[src/rtl/wb1_pkg.sv]
// Shared encodings and defaults for the lane-1 write-back stage.
package wb1_pkg;

  localparam int XLEN_DEF    = 32;
  localparam int RIDX_W_DEF  = 5;
  localparam int LINK_OFFSET = 4;

  typedef enum logic [1:0] {
    RFWT_ALU  = 2'd0,
    RFWT_MEM  = 2'd1,
    RFWT_LINK = 2'd2,
    RFWT_ILL  = 2'd3
  } rfwt_sel_e;

endpackage

[src/rtl/wb1_writeback_t_if.sv]
// ME1->WB1 stage-register load bus: one D/WE pair per r_wb1_* register plus flush.
interface wb1_writeback_t_if
  import wb1_pkg::*;
#(
  parameter int XLEN   = XLEN_DEF,
  parameter int RIDX_W = RIDX_W_DEF
);
  logic [XLEN-1:0]   r_wb1_alu_D;
  logic              r_wb1_alu_WE;
  logic [XLEN-1:0]   r_wb1_memdat_D;
  logic              r_wb1_memdat_WE;
  logic              r_wb1_order_D;
  logic              r_wb1_order_WE;
  logic [XLEN-1:0]   r_wb1_pc_D;
  logic              r_wb1_pc_WE;
  logic [RIDX_W-1:0] r_wb1_rd_D;
  logic              r_wb1_rd_WE;
  logic              r_wb1_regwrite_D;
  logic              r_wb1_regwrite_WE;
  logic [1:0]        r_wb1_rfwt_sel_D;
  logic              r_wb1_rfwt_sel_WE;
  logic              r_wb1_valid_D;
  logic              r_wb1_valid_WE;
  logic              wb1_flush;

  modport master (
    output r_wb1_alu_D, r_wb1_alu_WE, r_wb1_memdat_D, r_wb1_memdat_WE,
           r_wb1_order_D, r_wb1_order_WE, r_wb1_pc_D, r_wb1_pc_WE,
           r_wb1_rd_D, r_wb1_rd_WE, r_wb1_regwrite_D, r_wb1_regwrite_WE,
           r_wb1_rfwt_sel_D, r_wb1_rfwt_sel_WE, r_wb1_valid_D, r_wb1_valid_WE,
           wb1_flush
  );

  modport slave (
    input  r_wb1_alu_D, r_wb1_alu_WE, r_wb1_memdat_D, r_wb1_memdat_WE,
           r_wb1_order_D, r_wb1_order_WE, r_wb1_pc_D, r_wb1_pc_WE,
           r_wb1_rd_D, r_wb1_rd_WE, r_wb1_regwrite_D, r_wb1_regwrite_WE,
           r_wb1_rfwt_sel_D, r_wb1_rfwt_sel_WE, r_wb1_valid_D, r_wb1_valid_WE,
           wb1_flush
  );
endinterface

[src/rtl/wb1_writeback_t_result_mux.sv]
// Write-back result select: ALU, memory data, link address (pc+4, wrapping) or 0.
module wb1_result_mux
  import wb1_pkg::*;
#(
  parameter int XLEN = XLEN_DEF
) (
  input  logic [XLEN-1:0] alu,
  input  logic [XLEN-1:0] memdat,
  input  logic [XLEN-1:0] pc,
  input  logic [1:0]      sel,
  output logic [XLEN-1:0] result
);

  // Illegal select yields zero so nothing stale leaks onto the buses.
  always_comb begin
    result = '0;
    case (rfwt_sel_e'(sel))
      RFWT_ALU:  result = alu;
      RFWT_MEM:  result = memdat;
      RFWT_LINK: result = pc + XLEN'(LINK_OFFSET);
      default:   result = '0;
    endcase
  end

endmodule

[src/rtl/wb1_writeback_t.sv]
// Lane-1 write-back stage: owns r_wb1_* registers, drives RF write port,
// forwarding bus and retire report. Optional retired-instruction counter
// is built when WB1_INSTRET_EN is defined.
module wb1_writeback_t
  import wb1_pkg::*;
#(
  parameter int XLEN   = XLEN_DEF,
  parameter int RIDX_W = RIDX_W_DEF,
  parameter int CNT_W  = 64
) (
  input  logic              CLK,
  input  logic              RST,
  wb1_writeback_t_if.slave  me,
  output logic              rf_w1_we,
  output logic [RIDX_W-1:0] rf_w1_addr,
  output logic [XLEN-1:0]   rf_w1_data,
  output logic              fwd_wb1_valid,
  output logic [RIDX_W-1:0] fwd_wb1_rd,
  output logic [XLEN-1:0]   fwd_wb1_data,
  output logic              retire_valid,
  output logic [XLEN-1:0]   retire_pc,
  output logic              retire_order,
  output logic              sel_err
`ifdef WB1_INSTRET_EN
  ,
  output logic [CNT_W-1:0]  instret
`endif
);

  logic [XLEN-1:0]   r_alu, r_memdat, r_pc;
  logic              r_order, r_regwrite, r_valid, fresh;
  logic [RIDX_W-1:0] r_rd;
  logic [1:0]        r_sel;
  logic [XLEN-1:0]   result;
  logic              fire, writes;

  // Data registers: independent loads, each gated only by its own WE.
  always_ff @(posedge CLK) begin
    if (RST) begin
      r_alu      <= '0;
      r_memdat   <= '0;
      r_pc       <= '0;
      r_order    <= 1'b0;
      r_rd       <= '0;
      r_regwrite <= 1'b0;
      r_sel      <= '0;
    end else begin
      if (me.r_wb1_alu_WE)      r_alu      <= me.r_wb1_alu_D;
      if (me.r_wb1_memdat_WE)   r_memdat   <= me.r_wb1_memdat_D;
      if (me.r_wb1_pc_WE)       r_pc       <= me.r_wb1_pc_D;
      if (me.r_wb1_order_WE)    r_order    <= me.r_wb1_order_D;
      if (me.r_wb1_rd_WE)       r_rd       <= me.r_wb1_rd_D;
      if (me.r_wb1_regwrite_WE) r_regwrite <= me.r_wb1_regwrite_D;
      if (me.r_wb1_rfwt_sel_WE) r_sel      <= me.r_wb1_rfwt_sel_D;
    end
  end

  // Valid/fresh: fresh marks the single cycle after a new load so a stalled
  // (held) instruction retires only once; flush kills the incoming one.
  always_ff @(posedge CLK) begin
    if (RST) begin
      r_valid <= 1'b0;
      fresh   <= 1'b0;
    end else begin
      fresh <= me.r_wb1_valid_WE & me.r_wb1_valid_D & ~me.wb1_flush;
      if (me.wb1_flush)           r_valid <= 1'b0;
      else if (me.r_wb1_valid_WE) r_valid <= me.r_wb1_valid_D;
    end
  end

  wb1_result_mux #(.XLEN(XLEN)) u_mux (
    .alu    (r_alu),
    .memdat (r_memdat),
    .pc     (r_pc),
    .sel    (r_sel),
    .result (result)
  );

  assign fire   = r_valid & fresh;
  assign writes = r_regwrite & (r_rd != '0) & (r_sel != RFWT_ILL);

  assign rf_w1_we      = fire & writes;
  assign rf_w1_addr    = r_rd;
  assign rf_w1_data    = result;
  assign fwd_wb1_valid = r_valid & writes;
  assign fwd_wb1_rd    = r_rd;
  assign fwd_wb1_data  = result;
  assign retire_valid  = fire;
  assign retire_pc     = r_pc;
  assign retire_order  = r_order;

  // Sticky flag for a retired instruction carrying the illegal select.
  always_ff @(posedge CLK) begin
    if (RST)                           sel_err <= 1'b0;
    else if (fire && r_sel == RFWT_ILL) sel_err <= 1'b1;
  end

`ifdef WB1_INSTRET_EN
  // Retired-instruction count, silently wrapping.
  always_ff @(posedge CLK) begin
    if (RST)       instret <= '0;
    else if (fire) instret <= instret + 1'b1;
  end
`endif

endmodule

[src/flat_wrapper.sv]
// flat-port wrapper written by rule: the top's interface ports become plain ports
module wb1_writeback_t_flat import wb1_pkg::*;
#(
  parameter int XLEN   = XLEN_DEF,
  parameter int RIDX_W = RIDX_W_DEF,
  parameter int CNT_W  = 64
)
  (CLK, RST, rf_w1_we, rf_w1_addr, rf_w1_data, fwd_wb1_valid, fwd_wb1_rd, fwd_wb1_data, retire_valid, retire_pc, retire_order, sel_err, me_r_wb1_alu_D, me_r_wb1_alu_WE, me_r_wb1_memdat_D, me_r_wb1_memdat_WE, me_r_wb1_order_D, me_r_wb1_order_WE, me_r_wb1_pc_D, me_r_wb1_pc_WE, me_r_wb1_rd_D, me_r_wb1_rd_WE, me_r_wb1_regwrite_D, me_r_wb1_regwrite_WE, me_r_wb1_rfwt_sel_D, me_r_wb1_rfwt_sel_WE, me_r_wb1_valid_D, me_r_wb1_valid_WE, me_wb1_flush);
  wb1_writeback_t_if #(.XLEN(XLEN), .RIDX_W(RIDX_W)) me_i ();
  input  logic CLK;
  input  logic RST;
  output logic rf_w1_we;
  output logic [RIDX_W-1:0] rf_w1_addr;
  output logic [XLEN-1:0] rf_w1_data;
  output logic fwd_wb1_valid;
  output logic [RIDX_W-1:0] fwd_wb1_rd;
  output logic [XLEN-1:0] fwd_wb1_data;
  output logic retire_valid;
  output logic [XLEN-1:0] retire_pc;
  output logic retire_order;
  output logic sel_err;
  input wire logic [$bits(me_i.r_wb1_alu_D)-1:0] me_r_wb1_alu_D;
  input wire logic [$bits(me_i.r_wb1_alu_WE)-1:0] me_r_wb1_alu_WE;
  input wire logic [$bits(me_i.r_wb1_memdat_D)-1:0] me_r_wb1_memdat_D;
  input wire logic [$bits(me_i.r_wb1_memdat_WE)-1:0] me_r_wb1_memdat_WE;
  input wire logic [$bits(me_i.r_wb1_order_D)-1:0] me_r_wb1_order_D;
  input wire logic [$bits(me_i.r_wb1_order_WE)-1:0] me_r_wb1_order_WE;
  input wire logic [$bits(me_i.r_wb1_pc_D)-1:0] me_r_wb1_pc_D;
  input wire logic [$bits(me_i.r_wb1_pc_WE)-1:0] me_r_wb1_pc_WE;
  input wire logic [$bits(me_i.r_wb1_rd_D)-1:0] me_r_wb1_rd_D;
  input wire logic [$bits(me_i.r_wb1_rd_WE)-1:0] me_r_wb1_rd_WE;
  input wire logic [$bits(me_i.r_wb1_regwrite_D)-1:0] me_r_wb1_regwrite_D;
  input wire logic [$bits(me_i.r_wb1_regwrite_WE)-1:0] me_r_wb1_regwrite_WE;
  input wire logic [$bits(me_i.r_wb1_rfwt_sel_D)-1:0] me_r_wb1_rfwt_sel_D;
  input wire logic [$bits(me_i.r_wb1_rfwt_sel_WE)-1:0] me_r_wb1_rfwt_sel_WE;
  input wire logic [$bits(me_i.r_wb1_valid_D)-1:0] me_r_wb1_valid_D;
  input wire logic [$bits(me_i.r_wb1_valid_WE)-1:0] me_r_wb1_valid_WE;
  input wire logic [$bits(me_i.wb1_flush)-1:0] me_wb1_flush;
  assign me_i.r_wb1_alu_D = me_r_wb1_alu_D;
  assign me_i.r_wb1_alu_WE = me_r_wb1_alu_WE;
  assign me_i.r_wb1_memdat_D = me_r_wb1_memdat_D;
  assign me_i.r_wb1_memdat_WE = me_r_wb1_memdat_WE;
  assign me_i.r_wb1_order_D = me_r_wb1_order_D;
  assign me_i.r_wb1_order_WE = me_r_wb1_order_WE;
  assign me_i.r_wb1_pc_D = me_r_wb1_pc_D;
  assign me_i.r_wb1_pc_WE = me_r_wb1_pc_WE;
  assign me_i.r_wb1_rd_D = me_r_wb1_rd_D;
  assign me_i.r_wb1_rd_WE = me_r_wb1_rd_WE;
  assign me_i.r_wb1_regwrite_D = me_r_wb1_regwrite_D;
  assign me_i.r_wb1_regwrite_WE = me_r_wb1_regwrite_WE;
  assign me_i.r_wb1_rfwt_sel_D = me_r_wb1_rfwt_sel_D;
  assign me_i.r_wb1_rfwt_sel_WE = me_r_wb1_rfwt_sel_WE;
  assign me_i.r_wb1_valid_D = me_r_wb1_valid_D;
  assign me_i.r_wb1_valid_WE = me_r_wb1_valid_WE;
  assign me_i.wb1_flush = me_wb1_flush;
  wb1_writeback_t #(.XLEN(XLEN), .RIDX_W(RIDX_W), .CNT_W(CNT_W)) u_core (.CLK(CLK), .RST(RST), .me(me_i), .rf_w1_we(rf_w1_we), .rf_w1_addr(rf_w1_addr), .rf_w1_data(rf_w1_data), .fwd_wb1_valid(fwd_wb1_valid), .fwd_wb1_rd(fwd_wb1_rd), .fwd_wb1_data(fwd_wb1_data), .retire_valid(retire_valid), .retire_pc(retire_pc), .retire_order(retire_order), .sel_err(sel_err));
endmodule
[config.mk]
export PLATFORM = sky130hd
export DESIGN_NAME = wb1_writeback_t_flat
export DESIGN_NICKNAME = d
export VERILOG_FILES = /design/src/rtl/wb1_pkg.sv /design/src/rtl/wb1_writeback_t_if.sv /design/src/rtl/wb1_writeback_t_result_mux.sv /design/src/rtl/wb1_writeback_t.sv /design/src/flat_wrapper.sv
export SDC_FILE = /design/constraint.sdc
export NUM_CORES = 1
export LEC_CHECK = 0
export CAP_MARGIN = 20
export CORE_ASPECT_RATIO = 0.9
export CORE_MARGIN = 1
export CORE_UTILIZATION = 39
export DETAILED_ROUTE_END_ITERATION = 7
export GPL_TIMING_DRIVEN = 0
export PLACE_DENSITY = 0.77
export RECOVER_POWER = 100
export REMOVE_ABC_BUFFERS = 1
export SLEW_MARGIN = 20
export SYNTH_ARGS = -nofsm -noshare
export SYNTH_HDL_FRONTEND = slang
export SYNTH_SLANG_ARGS = --single-unit
[constraint.sdc]
create_clock -name CLK -period 2.1 [get_ports CLK]
set_clock_uncertainty 0.1 [all_clocks]
set_input_delay 0.42 -clock CLK [delete_from_list [all_inputs] [get_ports CLK]]
set_output_delay 0.42 -clock CLK [all_outputs]
set_load 0.01 [all_outputs]
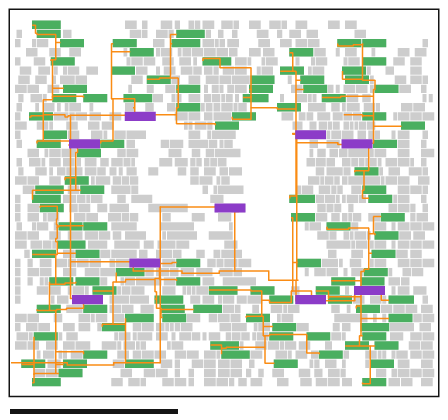
Figure 1: clock distribution.
The bar under the picture is 50 um long.
[green] flip-flops | count: 108
[purple] clock drivers | count: 9
[orange] clock wires | length: 1340 um
routed clock nets	10
clk_lat worst skew: 0.36 ns
clock share of power: 32.2%
clock network power: 0.00166 W

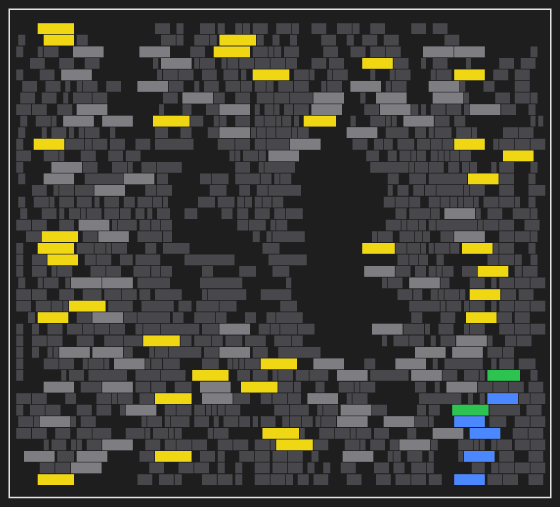
Figure 2: where the registers sit.
Other sequential cells in the stronger gray, the rest of the logic in the fainter gray.
color	name in the netlist	sequential cells
green	u_core.r_sel	2
blue	u_core.fwd_wb1_rd	5
yellow	u_core.retire_pc	32
not colored	69

==> results.sh <==
# source this file to load flow results
export IMPL_drt_iter0_markers=392
export IMPL_mostFrequentLayoutCells="mux2i_1, nor2_1, clkdlybuf4s50_1"
export IMPL_clk_path_buf_depth=2
export IMPL_async_flop_share_pct=0
export IMPL_p_sw_share_pct=28.6
export IMPL_power_density_nw_per_um2=573
export IMPL_worst_slack_ns=-0.611
export IMPL_syn_inst=615
export IMPL_grt_pass1_vias=5649
export IMPL_ios=228
export IMPL_finalMaxSlewViolations=0
export IMPL_ys_cells=615
export IMPL_power_frac_seq_pct=44.0
export IMPL_place_congestion=0.744
export IMPL_violations="setup timing"
export IMPL_status="complete, but fails checks"
export IMPL_syn2layout_area_growth_pct=63.4
export IMPL_hold_slack_ns=0.385
export IMPL_yosysWarnings=0
export IMPL_netlist_area_um2=5490
export IMPL_grt_max_degree=56
export IMPL_r2r_start="u_core.r_sel[1]"
export IMPL_path_clk_slew_ns=0.07
export IMPL_avgSynthCellArea_um2=8.93
export IMPL_critPathKind="reg -> out"
export IMPL_crit_arrival_ns=2.19
export IMPL_place_port_buffers=227
export IMPL_drtAntennaViolNets=0
export IMPL_antenna_found_initial=0
export IMPL_rrSetupSlack_ns=0.95
export IMPL_cts_root_buf="clkbuf_16"
export IMPL_wl_met3_mm=1.28
export IMPL_numSynthFlops=108
export IMPL_ff_type="dfxtp_1"
export IMPL_drtPass1Iterations=4
export IMPL_grt_pass1_wl_mm=29.3
export IMPL_top_layer="met4"
export IMPL_drive_above_1_share_pct=29.7
export IMPL_dp_hpwl_mm=12.2
export IMPL_yosys_stat_area_um2=5490
export IMPL_dieWidth_um=127
export IMPL_critPathLaunch="u_core.retire_pc[17]"
export IMPL_slowest_delay_ns=0.58
export IMPL_min_path_cells=2
export IMPL_setup_viol=89
export IMPL_end_kind="primary output"
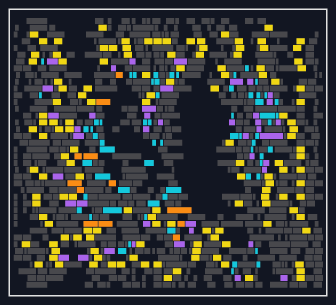
Figure 3: gate-type map.
color	family	cells
cyan	nand cells	63
purple	aoi and oai cells	42
orange	xor and xnor cells	12
yellow	mux cells	137
Comb/total area: 37.0%
most used logic cell in the final layout: mux2i_1
Post-Layout Cell Count: 1064

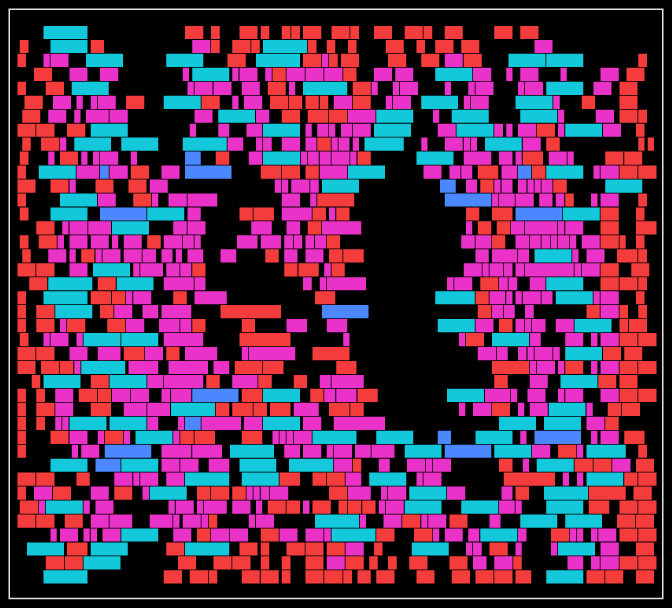
Figure 4: placement by cell class.
color	class	cells
red	remaining buffers and delay cells	325
blue	clock drivers and dummy loads	16
magenta	combinational and other logic	426
cyan	sequential cells	108

-- layer usage --
metal  track usage [%]  vias to the layer above
met4              9.92                        0
met3              5.75                       41
li1                  -                     2639
met1              30.7                     2704
met2              46.8                      251
met5                 0                        -
-- kinds of logic (layout without fill, tap and decap cells) --
logic type / Yosys count / in the layout / synth area share, %
and+or+nand+nor: 224 / 225 / 18.9
muxes: 137 / 137 / 25.0
DFF: 108 / 108 / 39.4
buffers and inverters: 85 / 344 / 8.37
AOI/OAI and AO/OA: 48 / 48 / 6.27
xor gates and xnor gates: 12 / 12 / 1.91
adders and majority gates: 1 / 1 / 0.228
-- power by group through the flow --
| stage | registers (W) | logic (W) | clock network, W |
|---|---|---|---|
| after floorplan | 0.00235 | 0.000369 | 0 |
| after global placement | 0.00236 | 0.00107 | 0 |
| after detailed placement | 0.00235 | 0.00110 | 0 |
| after CTS | 0.00226 | 0.00120 | 0.00169 |
| after global routing | 0.00228 | 0.00130 | 0.00179 |
| final | 0.00226 | 0.00122 | 0.00166 |
-- stage by stage --
stage / TNS [ns] / instances
CTS: -17.38 / 1046
global placement: -358.76 / 949
global route: -29.37 / 1064
finish: -21.24 / 1064
floorplan: -56.54 / 533
detailed placement: -62.86 / 955
-- final timing paths --
path                     end
min           u_core.sel_err
max           rf_w1_data[29]
min reg2reg   u_core.sel_err
max reg2reg  u_core.r_sel[1]
-- sequential cells by signal (all words and copies together) (netlist names) --
name	flops
u_core.r_valid	1
u_core.retire_pc	32
u_core.fwd_wb1_rd	5
u_core.retire_order	1
u_core.r_alu	32
u_core.fresh	1
u_core.r_regwrite	1
u_core.r_sel	2
u_core.r_memdat	32
u_core.sel_err	1
-- synthesized netlist by cell type, drive strengths merged, types with 3 or more instances --
cell type / n / area [um2]
mux2i: 137 / 1370
nor2: 124 / 465
dfxtp: 108 / 2160
buf: 54 / 343
clkbuf: 28 / 105
nand2: 23 / 86.3
nand3: 23 / 115
nand4: 14 / 103
o22ai: 14 / 87.6
o211ai: 12 / 90.1
and3: 8 / 51.3
nor3: 8 / 40.0
xnor2: 8 / 70.1
a31oi: 7 / 43.8
and2: 5 / 31.3
nor4: 5 / 31.3
nor3b: 4 / 30.0
xor2: 4 / 35.0
and4: 3 / 26.3
inv: 3 / 11.3
o221ai: 3 / 26.3
-- critical path: cells and delay by family, from the launching register on --
family / cells / cell delay (ns)
simple gates: 4 / 1.37
flops: 1 / 0.37
buf+inv: 1 / 0.10
-- what timing repair did --
item,4_1_cts,5_1_grt
setup endpoints to repair,66,64
pin swaps,31,35
gates cloned,3,0
setup buffers,72,18
hold buffers,0,0
resized,361,57
-- final cells by class --
type                       count  area, um2  share of cell area [%]
sequential                   108       2230                    24.9
clock buffer                  10        239                    2.66
multi-input combinational    423       3320                    37.0
inverter                       3       11.3                   0.126
clock inverter                 6       46.3                   0.516
timing repair buffer         325       2890                    32.2
tap                          189        236                    2.64
Power figures rest on the tool's default switching activity, not on a simulated workload.
